layer_met2.png
Bar = 20 µm.
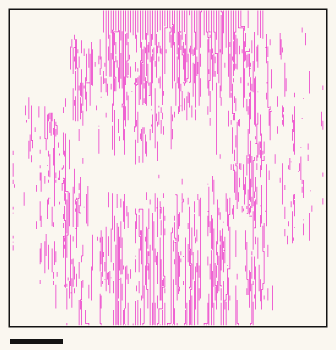
layer_met3.png
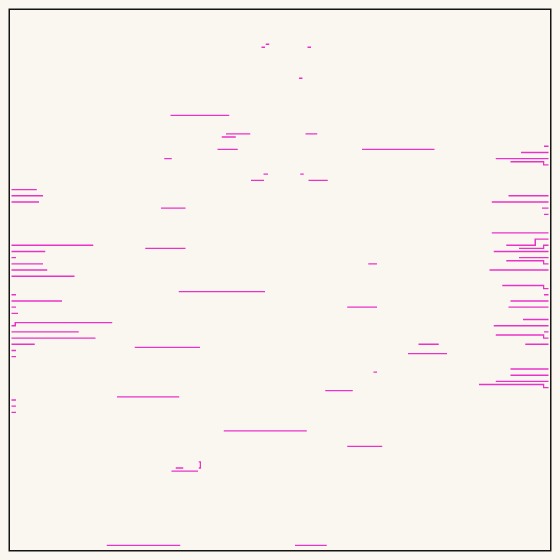
wires.png
Bar = 20 µm. Two of the layers only.
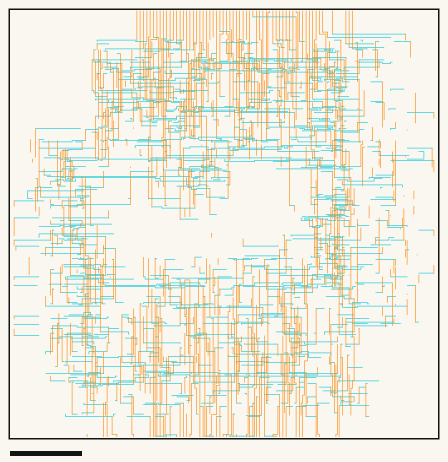
power_grid.png
Bar = 20 µm. Pins as bars on the die edge.
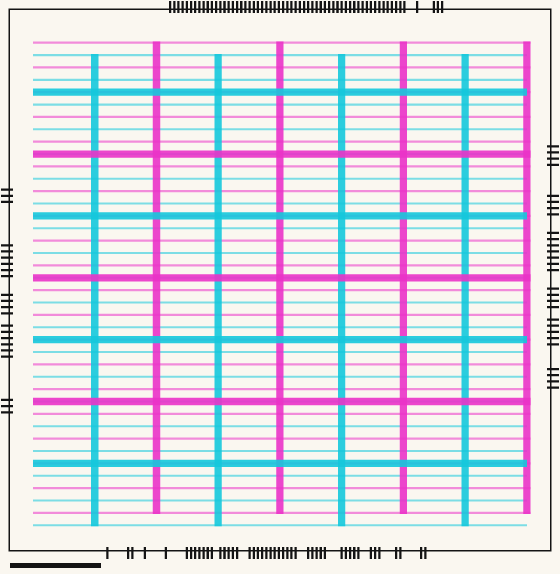
<file path="config.mk">
export PLATFORM = sky130hd
export DESIGN_NAME = sram_row_controller
export DESIGN_NICKNAME = d
export VERILOG_FILES = /design/src/rtl/sram_row_controller.sv
export SDC_FILE = /design/constraint.sdc
export NUM_CORES = 1
export LEC_CHECK = 0
export CAP_MARGIN = 20
export CORE_MARGIN = 5
export CORE_UTILIZATION = 41
export CTS_CLUSTER_DIAMETER = 40
export DETAILED_ROUTE_END_ITERATION = 7
export PLACE_DENSITY = 0.75
export SETUP_SLACK_MARGIN = 0.3
export SYNTH_ARGS = -nofsm -noshare
export SYNTH_HDL_FRONTEND = slang
export SYNTH_SLANG_ARGS = --single-unit
export TNS_END_PERCENT = 100
</file>
<file path="constraint.sdc">
create_clock -name clk -period 4.35 [get_ports clk]
set_clock_uncertainty 0.2 [all_clocks]
set_input_delay 0.6525 -clock clk [delete_from_list [all_inputs] [get_ports clk]]
set_output_delay 0.6525 -clock clk [all_outputs]
set_load 0.01 [all_outputs]
</file>
<file path="src/rtl/sram_row_controller.sv">
// sram_row_controller
// Single-request sequencer for the SRAM word-row array. A request accepted in
// IDLE walks through PRE (bit-line precharge), ACC (word line held for
// ACCESS_CYCLES cycles, bit lines driven for writes, sampled for reads) and
// RSP (one-cycle response pulse), then returns to IDLE.
//
// Every output is a flop. Each one is loaded from a decode of the next state,
// so it lines up with the state register. A value decoded for a state is
// therefore visible for exactly the cycles the FSM spends in that state.

module sram_row_controller #(
    parameter int DEPTH         = 16,
    parameter int ADDR_W        = 4,
    parameter int DATA_W        = 32,
    parameter int ACCESS_CYCLES = 2
) (
    input  logic              clk,
    input  logic              rst,
    input  logic              req_valid,
    output logic              req_ready,
    input  logic              req_we,
    input  logic [ADDR_W-1:0] req_addr,
    input  logic [DATA_W-1:0] req_wdata,
    output logic              rsp_valid,
    output logic              rsp_err,
    output logic [DATA_W-1:0] rsp_rdata,
    output logic              precharge,
    output logic [DEPTH-1:0]  wl,
    output logic              bl_we,
    output logic [DATA_W-1:0] bl_wdata,
    input  logic [DATA_W-1:0] bl_rdata
);

    // The access counter counts down from ACCESS_CYCLES-1 to 0.
    localparam int CNT_W = (ACCESS_CYCLES > 1) ? $clog2(ACCESS_CYCLES) : 1;
    localparam logic [CNT_W-1:0]  CNT_LOAD  = CNT_W'(ACCESS_CYCLES - 1);
    localparam logic [CNT_W-1:0]  CNT_ONE   = CNT_W'(1);
    localparam logic [CNT_W-1:0]  CNT_ZERO  = CNT_W'(0);
    localparam logic [ADDR_W:0]   DEPTH_LIM = (ADDR_W + 1)'(DEPTH);

    typedef enum logic [1:0] {
        IDLE = 2'd0,
        PRE  = 2'd1,
        ACC  = 2'd2,
        RSP  = 2'd3
    } state_t;

    // One-hot row decode. It returns all zeros when the row is not enabled.
    function automatic logic [DEPTH-1:0] decode_row(input logic [ADDR_W-1:0] addr,
                                                    input logic              en);
        logic [DEPTH-1:0] rows;
        rows = {DEPTH{1'b0}};
        for (int i = 0; i < DEPTH; i++) begin
            rows[i] = en && (addr == ADDR_W'(i));
        end
        return rows;
    endfunction

    // Range check done once, when the request is captured.
    function automatic logic addr_in_range(input logic [ADDR_W-1:0] addr);
        return ({1'b0, addr} < DEPTH_LIM);
    endfunction

    state_t             state_r;
    state_t             state_s;
    logic [CNT_W-1:0]   cnt_r;
    logic [CNT_W-1:0]   cnt_s;
    logic               accept_s;

    // Request fields, frozen for the whole transaction.
    logic [ADDR_W-1:0]  addr_r;
    logic               we_r;
    logic [DATA_W-1:0]  wdata_r;
    logic               in_range_r;

    // Next-cycle output values
    logic               req_ready_s;
    logic               precharge_s;
    logic [DEPTH-1:0]   wl_s;
    logic               bl_we_s;
    logic [DATA_W-1:0]  bl_wdata_s;
    logic               rsp_valid_s;
    logic               rsp_err_s;
    logic [DATA_W-1:0]  rsp_rdata_s;

    assign accept_s = (state_r == IDLE) && req_valid && req_ready;

    // Next-state logic and access-hold countdown
    always_comb begin
        state_s = state_r;
        cnt_s   = cnt_r;
        case (state_r)
            IDLE: begin
                if (accept_s) begin
                    state_s = PRE;
                end else begin
                    state_s = IDLE;
                end
            end
            PRE: begin
                state_s = ACC;
                cnt_s   = CNT_LOAD;
            end
            ACC: begin
                if (cnt_r == CNT_ZERO) begin
                    state_s = RSP;
                end else begin
                    state_s = ACC;
                    cnt_s   = cnt_r - CNT_ONE;
                end
            end
            RSP: begin
                state_s = IDLE;
            end
            default: begin
                state_s = IDLE;
                cnt_s   = CNT_ZERO;
            end
        endcase
    end

    // Output decode from the state being entered, so every output is registered
    always_comb begin
        req_ready_s = 1'b0;
        precharge_s = 1'b0;
        wl_s        = {DEPTH{1'b0}};
        bl_we_s     = 1'b0;
        bl_wdata_s  = {DATA_W{1'b0}};
        rsp_valid_s = 1'b0;
        rsp_err_s   = 1'b0;
        rsp_rdata_s = {DATA_W{1'b0}};
        case (state_s)
            IDLE: begin
                req_ready_s = 1'b1;
            end
            PRE: begin
                precharge_s = 1'b1;
            end
            ACC: begin
                // An out-of-range address keeps every row and the bit-line driver quiet
                wl_s = decode_row(addr_r, in_range_r);
                if (we_r && in_range_r) begin
                    bl_we_s    = 1'b1;
                    bl_wdata_s = wdata_r;
                end else begin
                    bl_we_s    = 1'b0;
                    bl_wdata_s = {DATA_W{1'b0}};
                end
            end
            RSP: begin
                // Entering RSP happens on the edge that ends the last ACC cycle,
                // while the selected row is still driving bl_rdata.
                rsp_valid_s = 1'b1;
                rsp_err_s   = !in_range_r;
                if (!we_r && in_range_r) begin
                    rsp_rdata_s = bl_rdata;
                end else begin
                    rsp_rdata_s = {DATA_W{1'b0}};
                end
            end
            default: begin
                req_ready_s = 1'b0;
            end
        endcase
    end

    // State register and access counter
    always_ff @(posedge clk or posedge rst) begin
        if (rst) begin
            state_r <= IDLE;
            cnt_r   <= CNT_ZERO;
        end else begin
            state_r <= state_s;
            cnt_r   <= cnt_s;
        end
    end

    // Capture the request on the handshake and ignore later input changes
    always_ff @(posedge clk or posedge rst) begin
        if (rst) begin
            addr_r     <= {ADDR_W{1'b0}};
            we_r       <= 1'b0;
            wdata_r    <= {DATA_W{1'b0}};
            in_range_r <= 1'b0;
        end else if (accept_s) begin
            addr_r     <= req_addr;
            we_r       <= req_we;
            wdata_r    <= req_wdata;
            in_range_r <= addr_in_range(req_addr);
        end
    end

    // Output registers. Reset clears the word line at once and aborts any access.
    always_ff @(posedge clk or posedge rst) begin
        if (rst) begin
            req_ready <= 1'b1;
            precharge <= 1'b0;
            wl        <= {DEPTH{1'b0}};
            bl_we     <= 1'b0;
            bl_wdata  <= {DATA_W{1'b0}};
            rsp_valid <= 1'b0;
            rsp_err   <= 1'b0;
            rsp_rdata <= {DATA_W{1'b0}};
        end else begin
            req_ready <= req_ready_s;
            precharge <= precharge_s;
            wl        <= wl_s;
            bl_we     <= bl_we_s;
            bl_wdata  <= bl_wdata_s;
            rsp_valid <= rsp_valid_s;
            rsp_err   <= rsp_err_s;
            rsp_rdata <= rsp_rdata_s;
        end
    end

endmodule
</file>
==> flow_summary.yaml <==
# generated from flow reports
routing:
  first_iter_violations: 231
  antenna_left: 0
  dr.pass1.iters: 4
  viasPerCell: 5.24
  drc: 0
global_routing:
  overflow: 0
  antenna_found_initial: 0
  grt_max_degree: 88
  grt_pass1_wl_mm: 18.9
  grt_pass1_vias: 3549
clock_tree:
  htreeDepth: 4
  post-cts-setup-buffers: 0
  cts_resized: 0
  max-clock-path-buffers: 2
  clkSinkCount: 126
  clkSlewWorstSetupHoldPaths_ns: 0.05
  cts_made_buffers: 17
  ctsRootBufferMaster: "clkbuf_16"
  cts_tree: "yes"
  cts_hold_buf: 0
  insertion_delay_ns: 0.41
timing:
  holdWs_ns: 0.299
  drv_slew: 0
  fin_crit_ns: 2.65
  fin_ws_ns: 1.70
  fin_setup_tns_ns: 0
  max_freq_mhz: 377
  tightest_slew_ns: 1.06
  setup_viol_count_final: 0
  hold_viol_final: 0
  relSlewSlack_pct: 29.6
  period_used_pct: 61.0
  rsz0062_at_grt: "no"
synth:
  yosys.area_share.simple_pct: 18.0
  ys_cells: 341
  syn-cell-area_mm2: 0.00484
  aoi_share_pct: 3.77
  yosys_area_mm2: 0.00484
  yosys_warnings: 0
  top_logic_kind: "simple AND/OR/NAND/NOR gates"
  syn_avg_cell_area_um2: 14.2
  synth_nets: 415
  synthCells: 341
  adder_share_pct: 0.517
  xor_share_pct: 0
  mux_share_pct: 8.60
  synth_flops: 126
  synth_cell_types: 26
  synth_seq_share_pct: 65.1
power_and_ir_drop:
  p_per_area_mw_per_mm2: 685
  power_uw: 4910
  leakage_uw: 0.00293
setup_path:
  critPathCapture: "bl_wdata[10]"
  start_kind: "flop"
  r2r-start: "we_r"
  endpoint_kind: "flop"
  worst-r2r-setup-slack_ns: 1.70
  worstPathMaxFanout: 34
  r2r_end: "bl_wdata[10]"
  critPathKind: "flop to flop"
  startpoint: "we_r"
  r2r_cells: 2
  cp_data_arrival_time_ns: 2.73
  cp_data_required_time_ns: 4.42
floorplan:
  dieArea_mm2: 0.0141
  io_pins: 157
  rows: 39
  initial_core_util_pct: 42.1
finish:
  final_common_cell: "clkdlybuf4s50_1"
  final_area_mm2: 0.00716
  most-common-layout-cells: "156 x clkdlybuf4s50_1, 125 x dfrtp_1, 37 x mux2_2"
  num_antenna_cells: 0
  stdcell_count: 644
  fin_nets: 562
  reg.largest.list: "bl_wdata: 32 flops, rsp_rdata: 32 flops, wdata_r: 32 flops"
  area_growth_syn_to_layout_pct: 47.8
  drive_gt1_share_pct: 19.2
  fin_util_pct: 62.2
job:
  cap_violations: 0
  warnings: 27
worst_hold_path:
  hold_path.class: "flop to flop"
  whs_endpoint: "wdata_r[17]"
  min_from: "wdata_r[17]"
  hold_depth: 1
placement:
  place_inst: 609
  io_buffers: 156
  gp_congestion: 0.771
  dpl-instance-area_mm2: 0.00647
  dp_hpwl_mm: 7.68
  post-place-ws_ns: 1.40
status:
  status: "complete, no violations"
-- layer_met2.png (at the start) --
longest straight run = 39.6 µm
main direction = vertical
wire length on this layer = 6,060 µm
share of all routed wire = 52%
nets with wire on the layer = 506
WL final: 11.6 mm
vias after detailed routing: 3,372

-- layer_met3.png (at the start) --
wire length on this layer = 566 µm
main direction = horizontal
nets with wire on the layer = 65
share of all routed wire = 4.9%
longest straight run = 21.2 µm

-- wires.png (at the start) --
metal 1 -> cyan  # wire length 4,660 µm
metal 2 -> orange  # wire length 6,060 µm
GRT Total Usage: 17.0%
Routed WL per cell: 18.0 µm

-- power_grid.png (at the start) --
VDD -> magenta
VSS -> cyan
met5 straps = 7
rows = 39
met4 straps = 8
CORE AREA: 0.0115 mm²
worst vdd ir: 0.000375 V
Die X: 119 µm

[routing by layer]
| layer | vias to the layer above | global-route usage, % | wire length [µm] |
|---|---|---|---|
| met1 | 1698 | 19.7 | 4660 |
| li1 | 1553 | - | - |
| met4 | 0 | 7.17 | 291 |
| met3 | 23 | 5.68 | 565 |
| met2 | 98 | 28.9 | 6060 |
| met5 | - | 0 | 0 |
[cell usage after synthesis, drive strengths merged]
master | instances | area share [%]
nor3 | 2 | 0.21
nand3 | 4 | 0.41
nor4 | 16 | 2.1
mux2 | 37 | 8.6
inv | 3 | 0.23
nor2 | 1 | 0.077
nand3b | 4 | 0.62
clkbuf | 16 | 1.2
dfstp | 1 | 0.54
nor3b | 1 | 0.16
nand2b | 2 | 0.26
nand2 | 1 | 0.077
buf | 20 | 2.6
a21boi | 1 | 0.16
a21oi | 35 | 3.6
ha | 2 | 0.52
nor4b | 32 | 7.3
dfrtp | 125 | 65
or3b | 4 | 0.72
and3 | 1 | 0.13
nand4b | 32 | 5.8
or3 | 1 | 0.13
[power breakdown]
part           switching, µW  internal (µW)  total [µW]  leakage [µW]
clock                    518            935        1450      0.000289
sequential               207           1560        1770       0.00165
combinational            814            871        1690      0.000985
total                   1540           3370        4910       0.00293
[critical path, cell delays in order (launching register included)]
cell and delay (ns):
dfrtp_1 0.88, nand3_2 0.86, nor4b_1 0.55
[cell type report]
class	count	area (µm²)
Multi-Input combinational cell	176	1510
Clock inverter	12	160
Timing Repair Buffer	164	1690
Tap cell	143	179
Sequential cell	126	3150
Clock buffer	20	457
Inverter	3	15.0
Fill cell	888	4350
Power is estimated from default activity; no workload was simulated.
